$ cat config.mk
export PLATFORM = sky130hd
export DESIGN_NAME = logic_unit_seq
export DESIGN_NICKNAME = d
export VERILOG_FILES = /design/src/rtl/logic_unit_seq.sv
export SDC_FILE = /design/constraint.sdc
export NUM_CORES = 1
export LEC_CHECK = 0
export CORE_ASPECT_RATIO = 0.8
export CORE_MARGIN = 2
export CORE_UTILIZATION = 30
export DETAILED_ROUTE_END_ITERATION = 16
export GPL_TIMING_DRIVEN = 0
export SETUP_SLACK_MARGIN = 0.05
export SYNTH_ARGS = -nofsm -noshare
export SYNTH_HDL_FRONTEND = slang
export SYNTH_SLANG_ARGS = --single-unit
$ cat constraint.sdc
create_clock -name clk -period 3.4 [get_ports clk]
set_input_delay 0.68 -clock clk [delete_from_list [all_inputs] [get_ports clk]]
set_output_delay 0.68 -clock clk [all_outputs]
set_load 0.02 [all_outputs]
$ cat src/rtl/logic_unit_seq.sv
// Registered eight-function bitwise logic unit with valid/ready handshake and built-in truth-table sweep.
// Optional: define LOGIC_UNIT_SEQ_FAULT_INJECT_EN to add fault_inj, which inverts result bit 0.
module logic_unit_seq #(
    parameter int WIDTH = 4
) (
    input  logic             clk,
    input  logic             rst,
    input  logic             in_valid,
    output logic             in_ready,
    input  logic [2:0]       op,
    input  logic [WIDTH-1:0] a,
    input  logic [WIDTH-1:0] b,
    output logic             out_valid,
    input  logic             out_ready,
    output logic [WIDTH-1:0] y,
    input  logic             sweep_start,
    output logic             sweep_busy,
    output logic             sweep_done,
    output logic             sweep_err
`ifdef LOGIC_UNIT_SEQ_FAULT_INJECT_EN
    ,
    input  logic             fault_inj
`endif
);

    typedef enum logic [1:0] {
        IDLE,
        DRAIN,
        SWEEP,
        DONE
    } state_t;

    // Golden truth tables packed op-major, so bit index {op, a, b} equals the sweep count.
    localparam logic [31:0] GOLDEN = {
        4'b0010,  // 7 ANDN
        4'b1001,  // 6 XNOR
        4'b0110,  // 5 XOR
        4'b0001,  // 4 NOR
        4'b0111,  // 3 NAND
        4'b0011,  // 2 NOT A
        4'b1110,  // 1 OR
        4'b1000   // 0 AND
    };

    state_t           state, state_next;
    logic [4:0]       cnt;
    logic [2:0]       dp_op;
    logic [WIDTH-1:0] dp_a, dp_b, dp_res;
    logic             in_fire;

    // The sweep borrows the single datapath; normal beats cannot arrive then since in_ready is low.
    always_comb begin
        // NOTE: every always_comb output gets a default first so no path can infer a latch.
        dp_op  = op;
        dp_a   = a;
        dp_b   = b;
        dp_res = '0;
        if (state == SWEEP) begin
            dp_op = cnt[4:2];
            dp_a  = {WIDTH{cnt[1]}};
            dp_b  = {WIDTH{cnt[0]}};
        end
        case (dp_op)
            3'd0:    dp_res = dp_a & dp_b;
            3'd1:    dp_res = dp_a | dp_b;
            3'd2:    dp_res = ~dp_a;
            3'd3:    dp_res = ~(dp_a & dp_b);
            3'd4:    dp_res = ~(dp_a | dp_b);
            3'd5:    dp_res = dp_a ^ dp_b;
            3'd6:    dp_res = ~(dp_a ^ dp_b);
            3'd7:    dp_res = ~dp_a & dp_b;
            default: dp_res = '0;
        endcase
`ifdef LOGIC_UNIT_SEQ_FAULT_INJECT_EN
        if (fault_inj) dp_res[0] = ~dp_res[0];
`endif
    end

    assign in_ready   = (state == IDLE) && (!out_valid || out_ready);
    assign in_fire    = in_valid && in_ready;
    assign sweep_busy = (state != IDLE);
    assign sweep_done = (state == DONE);

    always_comb begin
        state_next = state;
        case (state)
            IDLE:    if (sweep_start) state_next = out_valid ? DRAIN : SWEEP;
            DRAIN:   if (!out_valid) state_next = SWEEP;
            SWEEP:   if (cnt == 5'd31) state_next = DONE;
            DONE:    state_next = IDLE;
            default: state_next = IDLE;
        endcase
    end

    always_ff @(posedge clk) begin
        // NOTE: non-blocking assignments keep every register reading pre-edge values.
        if (rst) begin
            state     <= IDLE;
            cnt       <= '0;
            out_valid <= 1'b0;
            y         <= '0;
            sweep_err <= 1'b0;
        end else begin
            state <= state_next;

            if (in_fire) begin
                y         <= dp_res;
                out_valid <= 1'b1;
            end else if (out_valid && out_ready) begin
                out_valid <= 1'b0;
            end

            if (state == IDLE && sweep_start) sweep_err <= 1'b0;

            if (state == SWEEP) begin
                cnt <= cnt + 5'd1;
                if (dp_res != {WIDTH{GOLDEN[cnt]}}) sweep_err <= 1'b1;
            end else begin
                cnt <= '0;
            end
        end
    end

endmodule
run_1/io_fan.png
(3 px per um)
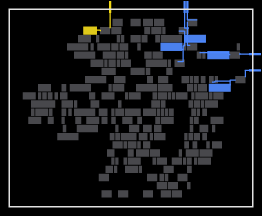
y: shown in blue, bits 4, direction output, edge 2 right, 2 top, end cells 4, buffers 4, wire 71.6 um. sweep_done: shown in yellow, bits 1, direction output, edge top, end cells 1, buffers 1, wire 7.30 um.

run_1/congestion.png
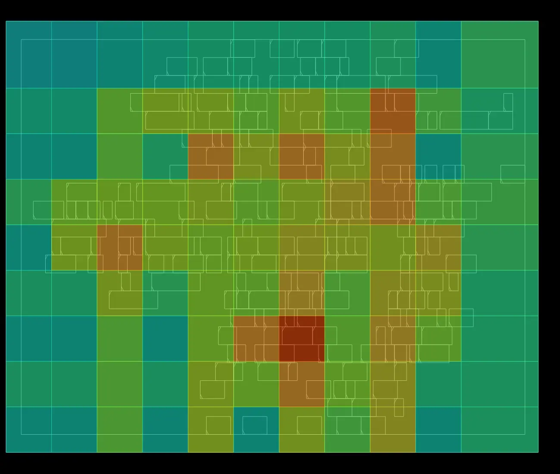
Final Core Density: 38.5%
wire per inst: 11.6 um
gr busiest metal: met2
GRT Resource Usage Total: 12.9%
met2 usage: 21.0%

run_1/cell_density.png
(4 px per um) 8 x 7 tiles, from dark blue (low) to red (high), 0 to 100% covered.
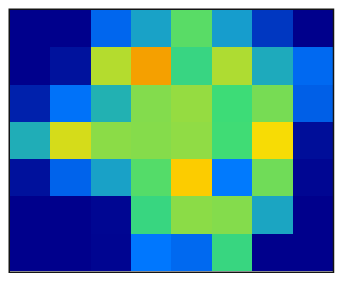
25% of the tiles are nearly empty. 3.6% of the tiles are over 75% full. The emptiest ninth of the die: lower left.

==> impl_metrics.py, run 1 <==
# Auto-generated metrics
metrics = {
    "status": {
        "status": "finished clean",
    },
    "floorplan": {
        "die_area_mm2": 0.00527,
        "fp_util_pct": 30.9,
        "taps": 60,
    },
    "layout": {
        "final-clk-cell-share_pct": 2.35,
        "antennaDiodeCount": 0,
        "comb_area_share_pct": 57.2,
        "sh_seq_area_pct": 15.9,
        "fin_area_mm2": 0.00176,
        "comb.multi_input.count": 136,
        "dominant_cells": "logic gates",
        "final_common_cell": "clkdlybuf4s50_1",
        "fillers": 484,
        "nonClockBufferCount": 28,
        "drive_above_1_share_pct": 5.91,
    },
    "route": {
        "antenna_left": 0,
        "vias_per_cell": 4.87,
        "wl_met2_mm": 1.42,
        "dr_wl_met3_um": 72,
        "wirelength_met1_mm": 1.55,
        "wl_mm": 3.04,
        "first_iter_violations": 44,
        "route.detailed.drc": 0,
    },
    "critical_path": {
        "crit_path_end": "sweep_err$_SDFF_PP0_",
        "critPathTopFamily": "AND-OR/OR-AND gates",
        "critPathMaxStageDelay_ps": 340,
        "crit_chain": "inv_1, ha_1, buf_6, buf_2, inv_1, a21boi_1, ha_1, a211oi_1, a21oi_1, o311a_1, nor3b_1, a41o_1, o21ai_1",
        "worst-path-buf-inv": 4,
        "cpMaxStageDelayCell": "o311a_1",
        "worstPathRequired_ps": 3570,
        "startpoint_type": "flip-flop",
        "cp-end-kind": "flip-flop",
        "cp_max_fo": 10,
        "reg2reg_setup_slack_ps": 380,
    },
    "global_routing": {
        "grt_overflow": 0,
        "grt_max_degree": 11,
        "grt_pass1_wl_mm": 5.37,
        "met1_usage_pct": 17.9,
    },
    "placed_design": {
        "gp_congestion": 0.754,
        "place_inst": 260,
    },
    "synthesis": {
        "synthArstFlopShare_pct": 0,
        "yosys_warnings": 0,
        "synth-simple-area-share_pct": 18.4,
        "synth.avg_cell_area_um2": 7.97,
        "yosys_register_bits": 14,
    },
    "clocking": {
        "cts_resized": 0,
        "cts_made_buffers": 3,
        "htreeDepth": 1,
    },
    "power": {
        "powerDensity_mw_per_mm2": 666,
    },
    "min_path": {
        "min_from": "sweep_err$_SDFF_PP0_",
        "whs_path_depth": 2,
    },
    "timing": {
        "max-slew-margin-rel_pct": 55.1,
        "final_hold_viol_count": 0,
        "fin_crit_sh_pct": 88.8,
    },
}
-- run 1: registers in the layout, summed over array words and instances, names as in the netlist, named ones only --
signal and count:
cnt 5, y 4, state 2, out_valid 1
sweep_err 1
-- run 1: synth_stat cells, types with 2 or more instances --
| library cell | instances | area [um^2] |
|---|---|---|
| ha_1 | 22 | 275 |
| inv_1 | 22 | 82.6 |
| nor2_1 | 22 | 82.6 |
| dfxtp_1 | 14 | 280 |
| nand2_1 | 12 | 45.0 |
| mux2i_1 | 11 | 110 |
| a21oi_1 | 10 | 50.1 |
| o21ai_0 | 7 | 35.0 |
| nand3_1 | 6 | 30.0 |
| a211oi_1 | 5 | 37.5 |
| and2_1 | 4 | 25.0 |
| nor3_1 | 4 | 20.0 |
| buf_6 | 3 | 33.8 |
| o2bb2ai_1 | 3 | 26.3 |
| a221oi_1 | 2 | 17.5 |
| a31oi_1 | 2 | 12.5 |
| mux2_4 | 2 | 30.0 |
| nand2b_1 | 2 | 12.5 |
| o211ai_1 | 2 | 15.0 |
-- run 1: per-stage QoR --
stage / utilization [%] / hold slack (ps) / setup slack [ps]
final: 38.5 / 487 / 381
after global routing: 38.5 / 519 / 55.9
after CTS: 38.5 / 493 / 235
after detailed placement: 37.6 / 483 / 253
after global placement: 37.6 / 470 / 281
after floorplan: - / 452 / 674
-- run 1: power by group --
group          switching [W]  leakage (nW)  total, W  internal, W
sequential         0.0000289         0.114  0.000232     0.000203
clock              0.0000527        0.0216  0.000131    0.0000781
combinational       0.000450         0.624  0.000809     0.000359
total               0.000531         0.760   0.00117     0.000640
-- run 1: logic make-up after synthesis --
logic type                 count (synthesis)
xor gates and xnor gates                   2
AOI/OAI and AO/OA                         41
muxes                                     15
DFF                                       14
adders and majority gates                 22
and+or+nand+nor                           56
buffers and inverters                     27
==> inputs of run 2 (changes only) <==
--- a/config.mk
+++ b/config.mk
@@ -5,11 +5,14 @@
 export SDC_FILE = /design/constraint.sdc
 export NUM_CORES = 1
 export LEC_CHECK = 0
+export CELL_PAD_IN_SITES_DETAIL_PLACEMENT = 0
+export CELL_PAD_IN_SITES_GLOBAL_PLACEMENT = 1
 export CORE_ASPECT_RATIO = 0.8
 export CORE_MARGIN = 2
 export CORE_UTILIZATION = 30
 export DETAILED_ROUTE_END_ITERATION = 16
 export GPL_TIMING_DRIVEN = 0
+export PLACE_DENSITY = 0.72
 export SETUP_SLACK_MARGIN = 0.05
 export SYNTH_ARGS = -nofsm -noshare
 export SYNTH_HDL_FRONTEND = slang
==> run 2 against run 1 <==
Against the previous run:
- global-route usage is 0.34 points higher
- wire length up 7.1%
- sequential share of layout area decreased by 0.12 points
- area after synthesis is the same
- cell area rose by 0.78%
- non-clock buffer count stayed put
- critical path depth stayed put
- sequential power about the same
==> impl_metrics.py, run 2 <==
# Auto-generated metrics
metrics = {
    "synthesis": {
        "synth.top_cell.area_share_pct": 19.9,
        "synth.avg_cell_area_um2": 7.97,
        "syn_inst": 177,
        "top_area_cell": "dfxtp_1",
        "yosys_warnings": 0,
        "synthArstFlopShare_pct": 0,
        "common_cells": "22 x ha_1, 22 x inv_1, 22 x nor2_1, 14 x dfxtp_1, 12 x nand2_1",
        "ys_chip_area_mm2": 0.00141,
        "area_leaders": "dfxtp_1 20%, ha_1 20%, mux2i_1 7.8%",
        "yosys_register_bits": 14,
        "synthFlopType": "dfxtp_1",
    },
    "critical_path": {
        "cp_max_fo": 10,
        "startpoint_type": "flip-flop",
        "critPathMaxStageDelay_ps": 330,
        "crit_type": "reg -> reg",
        "cp-end-kind": "flip-flop",
        "worstPathRequired_ps": 3580,
        "crit_chain": "inv_1, ha_1, buf_6, buf_2, inv_1, a21boi_1, ha_1, a211oi_1, a21oi_1, o311a_1, nor3b_1, a41o_1, o21ai_1",
        "r2r-start": "state[0]$_SDFFE_PP0P_",
        "reg2reg_setup_slack_ps": 420,
        "cpMaxStageDelayCell": "o311a_1",
        "worst-path-buf-inv": 4,
        "critPathTopFamily": "AND-OR/OR-AND gates",
    },
    "min_path": {
        "hold_end": "sweep_err$_SDFF_PP0_",
        "min_from": "sweep_err$_SDFF_PP0_",
        "whs_path_depth": 2,
    },
    "run": {
        "drv_cap": 0,
    },
    "power": {
        "p_leak_nw": 0.767,
        "vdd_drop_max_mv": 0.220,
        "powerDensity_mw_per_mm2": 683,
    },
    "route": {
        "vias_per_cell": 4.91,
        "first_iter_violations": 61,
        "routed.top_layer": "met4",
        "wl_met2_mm": 1.31,
        "antenna_left": 0,
        "wirelength_met1_mm": 1.80,
        "dr_wl_met3_um": 130,
        "wl_mm": 3.26,
        "route.detailed.drc": 0,
    },
    "floorplan": {
        "die.size.y_um": 65.4,
        "die_area_mm2": 0.00527,
        "die_x_um": 80.7,
        "rows": 22,
        "fp_util_pct": 30.9,
        "core_area_mm2": 0.00457,
    },
    "timing": {
        "fin_crit_sh_pct": 87.7,
        "finalWorstSetupSlack_ps": 420,
        "setup_tns_ps": 0,
        "drv_slew": 0,
        "final_hold_viol_count": 0,
        "hold_slack_ps": 488,
        "max-slew-margin-rel_pct": 61.4,
        "min_period_ps": 2980,
        "finClkSkew_ps": 4.49,
    },
    "layout": {
        "fin_util_pct": 38.8,
        "drive_above_1_share_pct": 6.37,
        "largest_reg_flops": 5,
        "layout_top_cells": "23 x clkdlybuf4s50_1, 22 x inv_1, 22 x nor2_1, 22 x ha_1, 14 x dfxtp_1",
        "fillers": 494,
        "regMostFlops": "cnt",
        "antennaDiodeCount": 0,
        "final_common_cell": "clkdlybuf4s50_1",
        "top_regs": "cnt: 5 flops, y: 4 flops, state: 2 flops",
        "fin_area_mm2": 0.00177,
        "flop_area_um2": 280,
    },
    "clocking": {
        "path_clk_slew_ps": 60,
        "cts_made_buffers": 3,
        "htreeDepth": 1,
        "cts_tree": "yes",
        "clk_path_buf_depth": 2,
    },
    "global_routing": {
        "grtUsageMet2_pct": 18.6,
        "grt_busiest_layer": "met1",
        "grt_pass1_vias": 1183,
        "antenna_found_initial": 0,
        "grt_max_degree": 11,
        "grt_pass1_wl_mm": 5.40,
        "grt_overflow": 0,
        "met1_usage_pct": 20.1,
        "grt_usage_pct": 13.2,
    },
    "placed_design": {
        "pre_cts_slack_ps": 286,
        "gp_congestion": 0.828,
        "place_inst": 260,
    },
    "status": {
        "status": "finished clean",
    },
}
[run 2: logic make-up after synthesis]
kind of cell	Yosys count	synth area share, %
mux	15	12.3
xor+xnor	2	1.24
simple gates	56	18.4
flops	14	19.9
buf+inv	27	8.86
compound gates	41	19.8
fa+ha+maj	22	19.5
[run 2: where the power goes]
| part | switching [W] | leakage (nW) | internal [W] |
|---|---|---|---|
| clock network | 0.0000601 | 0.0288 | 0.000103 |
| logic | 0.000455 | 0.624 | 0.000360 |
| registers | 0.0000306 | 0.114 | 0.000203 |
| total | 0.000545 | 0.767 | 0.000665 |
[run 2: final cells by class]
type                            count  share of cell area [%]
Buffer                              5                    2.40
Clock buffer                        4                    3.11
Inverter                           22                    4.66
Multi-Input combinational cell    136                    56.8
Sequential cell                    14                    15.8
Tap cell                           60                    4.24
Timing Repair Buffer               23                    13.0
[run 2: how the worst max path moves through the flow]
stage                                end  depth (start not counted)                  start  slack, ps
finish              sweep_err$_SDFF_PP0_                         13  state[0]$_SDFFE_PP0P_        420
global route        sweep_err$_SDFF_PP0_                         15  state[0]$_SDFFE_PP0P_        140
CTS                 sweep_err$_SDFF_PP0_                         13  state[0]$_SDFFE_PP0P_        270
detailed placement  sweep_err$_SDFF_PP0_                         13  state[0]$_SDFFE_PP0P_        290
global placement    sweep_err$_SDFF_PP0_                         13  state[0]$_SDFFE_PP0P_        270
floorplan           sweep_err$_SDFF_PP0_                         13  state[0]$_SDFFE_PP0P_        670
[run 2: worst min-delay path, stage by stage (launching register included)]
cell and delay, ps:
dfxtp_1 310, nand3b_1 80, o21ai_1 60
[run 2: what timing repair did]
action | CTS | global route
hold buffers | 0 | 0
resized | 0 | 1
setup endpoints to repair | 0 | 1
run_2/congestion.png
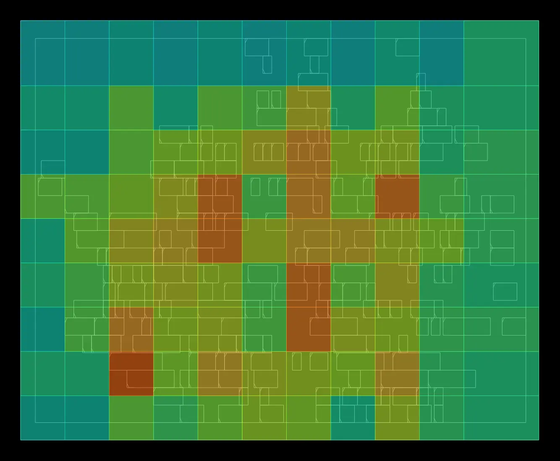
met3 GRT Util: 2.88%
wire per inst: 12.3 um

run_2/clk_routes.png
(4 px per um)
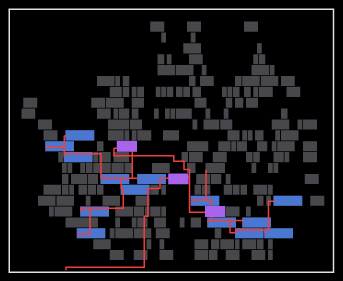
clock drivers: shown in purple, count 3. clock wires: shown in red, length 213 um. flip-flops: shown in blue, count 14.
There are 4 routed clock nets.

run_2/io_fan.png
(3 px per um)
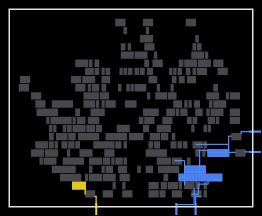
port bufs: 23
# IOs: 25

==> inputs of run 3 (changes only) <==
--- a/config.mk
+++ b/config.mk
@@ -5,6 +5,7 @@
 export SDC_FILE = /design/constraint.sdc
 export NUM_CORES = 1
 export LEC_CHECK = 0
+export CAP_MARGIN = 25
 export CELL_PAD_IN_SITES_DETAIL_PLACEMENT = 0
 export CELL_PAD_IN_SITES_GLOBAL_PLACEMENT = 1
 export CORE_ASPECT_RATIO = 0.8
@@ -12,8 +13,10 @@
 export CORE_UTILIZATION = 30
 export DETAILED_ROUTE_END_ITERATION = 16
 export GPL_TIMING_DRIVEN = 0
+export MAX_ROUTING_LAYER = met4
 export PLACE_DENSITY = 0.72
 export SETUP_SLACK_MARGIN = 0.05
+export SLEW_MARGIN = 20
 export SYNTH_ARGS = -nofsm -noshare
 export SYNTH_HDL_FRONTEND = slang
 export SYNTH_SLANG_ARGS = --single-unit
==> run 3 against run 2 <==
Against the previous run:
- cell area is the same
- clock skew is the same
- die size is the same
- sequential power is essentially flat
- critical path depth is the same
- synthesized cell count is the same
- sequential share of layout area is the same
- clock power is essentially flat
- area after synthesis is the same
- count of clock-buffer cells in the layout is the same
- non-clock buffer count is the same
==> impl_metrics.py, run 3 <==
# Auto-generated metrics
metrics = {
    "status": {
        "status": "finished clean",
    },
    "layout": {
        "largest_reg_flops": 5,
        "fin_area_mm2": 0.00177,
        "drive_above_1_share_pct": 6.37,
        "antennaDiodeCount": 0,
        "final_common_cell": "clkdlybuf4s50_1",
        "regMostFlops": "cnt",
        "top_regs": "cnt: 5 flops, y: 4 flops, state: 2 flops",
    },
    "floorplan": {
        "die_area_mm2": 0.00527,
        "core_area_mm2": 0.00457,
        "rows": 22,
        "pin_count": 25,
        "die.size.y_um": 65.4,
        "die_x_um": 80.7,
    },
    "synthesis": {
        "syn_inst": 177,
        "synthFlopType": "dfxtp_1",
        "yosys_warnings": 0,
        "synth.top_cell.area_share_pct": 19.9,
        "ys_chip_area_mm2": 0.00141,
        "synth.avg_cell_area_um2": 7.97,
        "area_leaders": "dfxtp_1 20%, ha_1 20%, mux2i_1 7.8%",
        "common_cells": "22 x ha_1, 22 x inv_1, 22 x nor2_1, 14 x dfxtp_1, 12 x nand2_1",
        "yosys_register_bits": 14,
    },
    "clocking": {
        "cts_made_buffers": 3,
        "cts_tree": "yes",
        "htreeDepth": 1,
        "path_clk_slew_ps": 60,
    },
    "placed_design": {
        "gp_congestion": 0.841,
        "port_buffers": 23,
        "place_inst": 260,
        "pre_cts_slack_ps": 286,
    },
    "global_routing": {
        "antenna_found_initial": 0,
        "grt_max_degree": 11,
        "grt_usage_pct": 13.6,
        "grt_pass1_wl_mm": 5.41,
        "grt_overflow": 0,
        "grt_pass1_vias": 1182,
    },
    "power": {
        "powerDensity_mw_per_mm2": 683,
        "vdd_drop_max_mv": 0.220,
        "p_leak_nw": 0.767,
    },
    "timing": {
        "max-slew-margin-rel_pct": 61.4,
        "finClkSkew_ps": 4.49,
        "min_period_ps": 2980,
        "fin_crit_sh_pct": 87.7,
        "finalWorstSetupSlack_ps": 420,
        "hold_slack_ps": 488,
        "drv_slew": 0,
    },
    "critical_path": {
        "critPathLaunch": "state[0]$_SDFFE_PP0P_",
        "crit_chain": "inv_1, ha_1, buf_6, buf_2, inv_1, a21boi_1, ha_1, a211oi_1, a21oi_1, o311a_1, nor3b_1, a41o_1, o21ai_1",
        "r2r-start": "state[0]$_SDFFE_PP0P_",
        "crit_type": "reg -> reg",
        "critPathMaxStageDelay_ps": 330,
        "cpMaxStageDelayCell": "o311a_1",
        "worstPathRequired_ps": 3580,
        "cp_max_fo": 10,
        "worst-path-stages": 13,
        "crit_path_end": "sweep_err$_SDFF_PP0_",
        "reg2reg_setup_slack_ps": 420,
        "cp-end-kind": "flip-flop",
    },
    "route": {
        "first_iter_violations": 61,
        "wl_per_cell_um": 12.3,
        "wl_mm": 3.26,
    },
    "run": {
        "drv_cap": 0,
    },
    "min_path": {
        "min_from": "sweep_err$_SDFF_PP0_",
        "hold_end": "sweep_err$_SDFF_PP0_",
    },
}
==> run 3: cell counts after synthesis <==
No cell type changed its count.
==> run 3: logic make-up (layout without fill, tap and decap cells) <==
| logic type | after synthesis | in the layout | share of synthesized area, % |
|---|---|---|---|
| AND/OR/NAND/NOR | 56 | 56 | 18.4 |
| AND-OR/OR-AND | 41 | 41 | 19.8 |
| buffers and inverters | 27 | 54 | 8.86 |
| adder cells (fa/ha/maj) | 22 | 22 | 19.5 |
| multiplexers | 15 | 15 | 12.3 |
| flip-flops | 14 | 14 | 19.9 |
| XOR/XNOR | 2 | 2 | 1.24 |
==> run 3: metal layers <==
metal  part of all wire [%]  wire (um)  GRT usage, %
met5                      0          0             -
met4                   0.58         19          3.18
met3                    4.0        131          2.88
met2                     40       1310          18.6
met1                     55       1800          20.1
==> run 3: layout make-up <==
type | instances | area, um^2
Fill cell | 494 | 2800
Clock buffer | 4 | 55.1
Tap cell | 60 | 75.1
Inverter | 22 | 82.6
Sequential cell | 14 | 280
Multi-Input combinational cell | 136 | 1010
Buffer | 5 | 42.5
Timing Repair Buffer | 23 | 230
==> run 3: worst register-to-register path, cell delays in order (launching register included) <==
cell      delay [ps]
dfxtp_1          320
inv_1            130
ha_1             220
buf_6            170
buf_2            250
inv_1            140
a21boi_1         240
ha_1             310
a211oi_1         250
a21oi_1           70
o311a_1          330
nor3b_1          150
a41o_1           240
o21ai_1          100
==> run 3: power by group <==
group          switching, W  internal [W]
Clock             0.0000601      0.000103
Combinational      0.000455      0.000360
Sequential        0.0000306      0.000203
Total              0.000545      0.000665
==> run 3: repair_timing <==
| item | in CTS | in global routing |
|---|---|---|
| resized | 0 | 1 |
| hold endpoints to repair | 0 | 0 |
| endpoints found under the setup margin | 0 | 1 |
| hold buffers | 0 | 0 |
run_3/layer_met3.png
(6 px per um) Cells faint in the background.
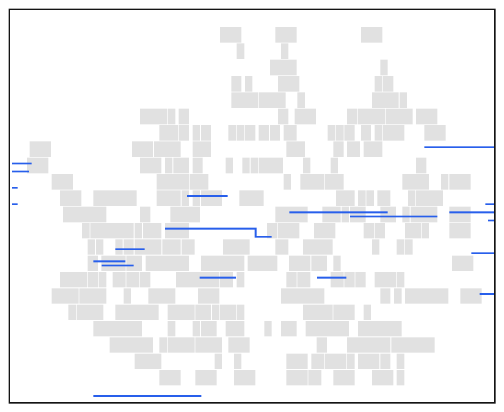
The longest straight run is 17.7 um. The layer holds 4.0% of the routed length. The layer carries 131 um of wire. The wires run mostly horizontal.

run_3/io_fan.png
(3 px per um)
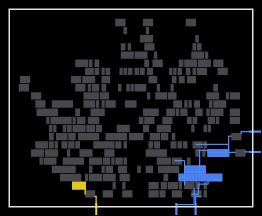
y: shown in blue, bits 4, direction output, edge 2 bottom, 2 right, end cells 4, buffers 4, wire 94.3 um. sweep_done: shown in yellow, bits 1, direction output, edge bottom, end cells 1, buffers 1, wire 5.40 um.

run_3/congestion.png
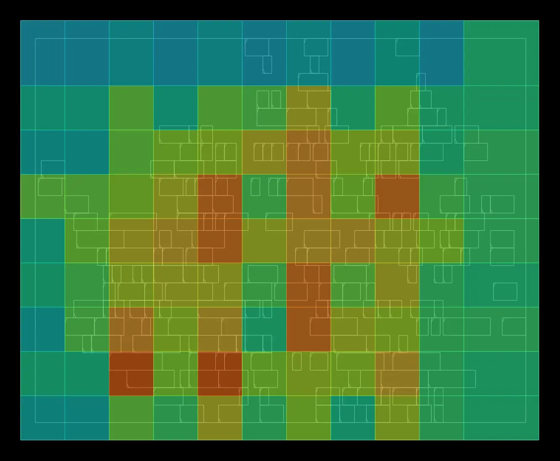
Final Core Density: 38.8%
met2 usage: 18.6%

Power figures rest on the tool's default switching activity, not on a simulated workload.
